==> src/rtl/design_18_mlane_pipe.sv <==
// design_18_mlane_pipe: multi-lane arithmetic pipeline with valid/ready handshake.
// Each accepted transaction applies one 2-bit mode to LANES independent W-bit
// operand pairs. The result is computed at stage 1 and then shifts through
// STAGES register stages. The tail stage drives the outputs straight from
// registers.
// Ports:
//   clk, rst            clock and synchronous active-high reset
//   in_valid/in_ready   input handshake (in_ready is combinational)
//   mode                00 wrap add, 01 wrap sub, 10 saturating add, 11 max
//   a, b                lane i operand at bits [i*W +: W]
//   out_valid/out_ready output handshake
//   y, ovf              per-lane result and flag taken from the tail stage
//   done_cnt            count of output handshakes, wraps
module design_18_mlane_pipe #(
  parameter int unsigned W      = 16,
  parameter int unsigned LANES  = 2,
  parameter int unsigned STAGES = 2,
  parameter int unsigned CNT_W  = 16
) (
  input  logic                 clk,
  input  logic                 rst,
  input  logic                 in_valid,
  output logic                 in_ready,
  input  logic [1:0]           mode,
  input  logic [LANES*W-1:0]   a,
  input  logic [LANES*W-1:0]   b,
  output logic                 out_valid,
  input  logic                 out_ready,
  output logic [LANES*W-1:0]   y,
  output logic [LANES-1:0]     ovf,
  output logic [CNT_W-1:0]     done_cnt
);

  localparam int unsigned DW = LANES * W;

  logic [STAGES-1:0] vld_q;
  logic [DW-1:0]     y_q   [STAGES];
  logic [LANES-1:0]  ovf_q [STAGES];
  logic [CNT_W-1:0]  cnt_q;

  logic [DW-1:0]     y_d;
  logic [LANES-1:0]  ovf_d;
  logic [W-1:0]      op_a;
  logic [W-1:0]      op_b;
  logic [W:0]        sum;
  logic [W:0]        dif;
  logic              adv;

  // The whole pipe moves together unless the tail holds data the consumer refuses.
  assign out_valid = vld_q[STAGES-1];
  assign adv       = !out_valid || out_ready;
  assign in_ready  = adv;
  assign y         = y_q[STAGES-1];
  assign ovf       = ovf_q[STAGES-1];
  assign done_cnt  = cnt_q;

  // Stage-1 lane arithmetic. The extra top bit of sum/dif is the carry or borrow.
  always_comb begin
    y_d   = '0;
    ovf_d = '0;
    op_a  = '0;
    op_b  = '0;
    sum   = '0;
    dif   = '0;
    for (int unsigned l = 0; l < LANES; l++) begin
      op_a = a[l*W +: W];
      op_b = b[l*W +: W];
      sum  = {1'b0, op_a} + {1'b0, op_b};
      dif  = {1'b0, op_a} - {1'b0, op_b};
      case (mode)
        2'b00: begin
          y_d[l*W +: W] = sum[W-1:0];
          ovf_d[l]      = sum[W];
        end
        2'b01: begin
          y_d[l*W +: W] = dif[W-1:0];
          ovf_d[l]      = dif[W];
        end
        2'b10: begin
          y_d[l*W +: W] = sum[W] ? {W{1'b1}} : sum[W-1:0];
          ovf_d[l]      = sum[W];
        end
        default: begin
          y_d[l*W +: W] = (op_a >= op_b) ? op_a : op_b;
          ovf_d[l]      = (op_a == op_b);
        end
      endcase
    end
  end

  // Stage registers and the completion counter. A bubble enters when in_valid is low.
  always_ff @(posedge clk) begin
    if (rst) begin
      vld_q <= '0;
      cnt_q <= '0;
      for (int unsigned s = 0; s < STAGES; s++) begin
        y_q[s]   <= '0;
        ovf_q[s] <= '0;
      end
    end else begin
      if (adv) begin
        vld_q[0] <= in_valid;
        y_q[0]   <= y_d;
        ovf_q[0] <= ovf_d;
        for (int unsigned s = 1; s < STAGES; s++) begin
          vld_q[s] <= vld_q[s-1];
          y_q[s]   <= y_q[s-1];
          ovf_q[s] <= ovf_q[s-1];
        end
      end
      if (out_valid && out_ready) begin
        cnt_q <= cnt_q + CNT_W'(1);
      end
    end
  end

endmodule

==> config.mk <==
export PLATFORM = sky130hd
export DESIGN_NAME = design_18_mlane_pipe
export DESIGN_NICKNAME = d
export VERILOG_FILES = /design/src/rtl/design_18_mlane_pipe.sv
export SDC_FILE = /design/constraint.sdc
export NUM_CORES = 1
export LEC_CHECK = 0
export CORE_ASPECT_RATIO = 1.5
export CORE_MARGIN = 3
export CORE_UTILIZATION = 50
export CTS_CLUSTER_SIZE = 12
export DETAILED_ROUTE_END_ITERATION = 8
export GPL_ROUTABILITY_DRIVEN = 0
export PLACE_DENSITY = 0.82
export SYNTH_ARGS = -nofsm -noshare
export SYNTH_HDL_FRONTEND = slang
export SYNTH_SLANG_ARGS = --single-unit
==> constraint.sdc <==
create_clock -name clk -period 3.1 [get_ports clk]
set_clock_uncertainty 0.05 [all_clocks]
set_input_delay 0.465 -clock clk [delete_from_list [all_inputs] [get_ports clk]]
set_output_delay 0.465 -clock clk [all_outputs]
set_load 0.005 [all_outputs]
Figure 1. Cells by drive strength.
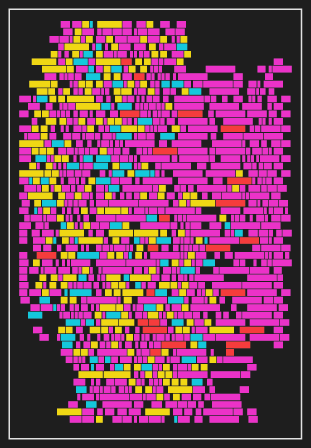
[_6 and larger] red | cells: 23 | most used: clkbuf_16
[_0 and _1 cells] magenta | cells: 798 | most used: clkdlybuf4s50_1
[_2 cells] cyan | cells: 79 | most used: mux2_2
[_3 and _4 cells] yellow | cells: 213 | most used: buf_4

Figure 2. Cell classes on the final placement.
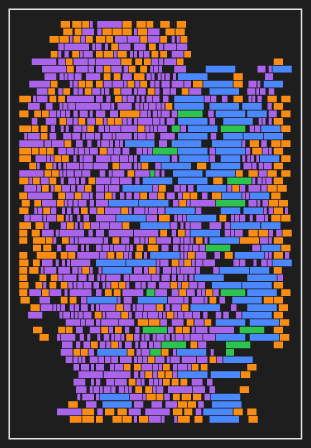
[other buffers and delay cells] orange | cells: 304 | share of their area: 25%
[combinational and other logic] purple | cells: 707 | share of their area: 50%
[clock drivers and dummy loads] green | cells: 16 | share of their area: 3.0%
[flops] blue | cells: 86 | share of their area: 23%
Final Core Density: 74.3%
flop share of the area: 22.1%
Finished Cell Area: 0.0109 mm2

Figure 3. Sequential cells coloured by netlist name.
Other sequential cells in the stronger grey, the rest of the logic in the fainter grey.
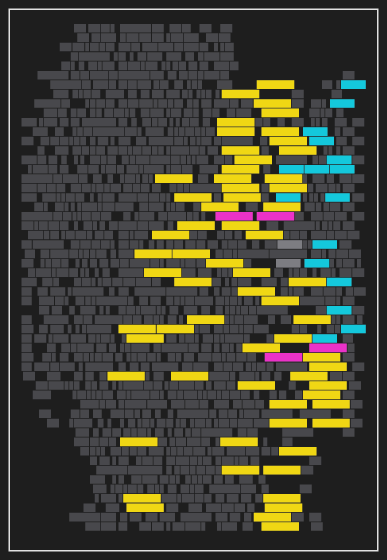
[done_cnt] cyan | placed flops: 16
[ovf_q] magenta | placed flops: 4 | where: east
[y_q] yellow | placed flops: 64
not coloured: 2
sequential power: 1.40 mW
Reg area: 0.00240 mm2

Figure 4. Routing congestion.
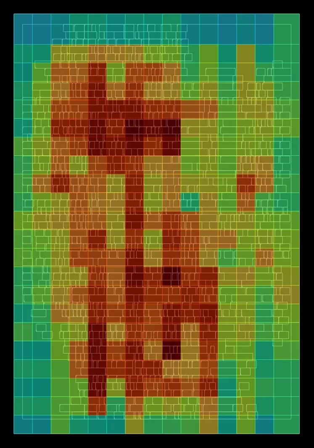
met1 GRT Util: 30.6%
GRT Resource Usage Total: 26.3%
met3 GRT Util: 4.54%
M2 GR Usage: 46.1%
wire per inst: 18.6 um

==> qor.txt <==
final hold vios -> 0
floorplan row count -> 54
GR Overflow Total -> 0
Max Slew Vio Count -> 0
r2r startpoint -> vld_q[1]
leakage power total -> 4.66 nW
maximum VDD drop -> 0.283 mV
DR DRC count -> 0
DR pass1 iterations -> 7
placed instance area -> 0.00986 mm2
via count -> 7984
Post-Synth XOR/XNOR Area -> 4.66%
CTS sink cnt -> 86
crit share post-route -> 102%
area share, top type -> 27.1%
CP bufs+invs -> 3
worst r2r dst -> y_q[0][27]
final total power -> 4.17 mW
Clk pwr share -> 27.8%
hold wc startpoint -> vld_q[0]
Hold Buf Count CTS -> 0
Root Driver -> clkbuf_16
syn_nets -> 1002
Insertion Delay late pin -> 340 ps
die area -> 0.0166 mm2
fin crit period -> 3150 ps
Logic power comb -> 1.61 mW
unrepaired setup endpoints after global routing -> yes
CTS tree -> done
Post-synth ARST share -> 0%
chip height -> 156 um
Area Overhead vs Synth -> 44.7%
CP top delay family -> simple AND/OR/NAND/NOR gates
Core Area -> 0.0147 mm2
ANT cells -> 0
CTS resizes -> 72
worst reg2reg path depth -> 5
Crit. End Element -> flip-flop
clk slew on worst S/H paths -> 70 ps
Switching Share -> 31.6%
final setup vio count -> 1
CP Launch Type -> input pin
Hold Path Sink -> vld_q[0]
Mapped Avg Cell Area -> 8.72 um2
Crit. Startpoint -> b[10]
Worst Setup EP -> y_q[0][14]
Main power group -> combinational logic
Reg power frac -> 33.6%
dpl ws -> -650 ps
Avg Vias per Cell -> 6.10
H-Tree Level Count -> 3
setup TNS -> -47.3 ps
worst slew pin tran -> 1260 ps
share of layout cells above drive strength 1 -> 28.3%
CP Depth -> 12
critical path, cell by cell -> clkdlybuf4s50_1 > inv_1 > ha_2 > and3_4 > nand4_1 > nor3_4 > nor2_1 > o211ai_2 > buf_4 > mux2_2 > a221oi_2 > a21oi_1
Cell variety after synth -> 74
final worst setup slack -> -47.3 ps
register-to-register setup slack -> 1140 ps
Port Buf Inserts -> 121
most used flip-flop cell -> edfxtp_1
Post-synth EDFFs -> 68
fp_density -> 51.3%
pin count of the biggest net entering global routing -> 69
Top Layout Cells -> 174 x buf_4, 93 x clkdlybuf4s50_1, 81 x nor2_1
failing checks -> setup timing
status -> complete, but fails checks
yosys synthesis chip area -> 0.00752 mm2
Max-cap violations -> 0
# IOs -> 122
dpl hpwl -> 16600 um
Synth flops -> 86
Rel. slew slack -> 15.6%
Crit path required time -> 3120 ps
most common cell after layout, fill and taps aside -> buf_4
max FFs per register -> 64
WHS -> 430 ps
switching pwr -> 1.32 mW
ys cells -> 863
initial antenna violation count -> 0
Logic pwr share -> 38.6%
Multiplexer share -> 3.48%
layer usage:
layer / up-vias / track usage, % / part of all wire, %
met5: - / 0 / 0
met4: 0 / 13.5 / 6.0
met3: 162 / 4.54 / 10
met2: 597 / 46.1 / 48
met1: 3657 / 30.6 / 36
li1: 3568 / - / -
cell usage after synthesis (18+ instances only):
cell type	instances
edfxtp_1	68
ha_1	65
clkbuf_1	20
a21oi_1	65
buf_4	36
nand3_1	20
nor2_1	87
and2_1	41
xnor2_1	28
dfxtp_1	18
inv_1	69
o21ai_0	39
nand2_1	49
area by class of cell:
type,count,area (um2)
Multi-Input combinational cell,634,5000
Tap cell,196,245
Inverter,73,274
Sequential cell,86,2400
Timing Repair Buffer,304,2650
Fill cell,961,3770
Clock inverter,6,72.6
Clock buffer,10,250
Power is estimated from default activity; no workload was simulated.
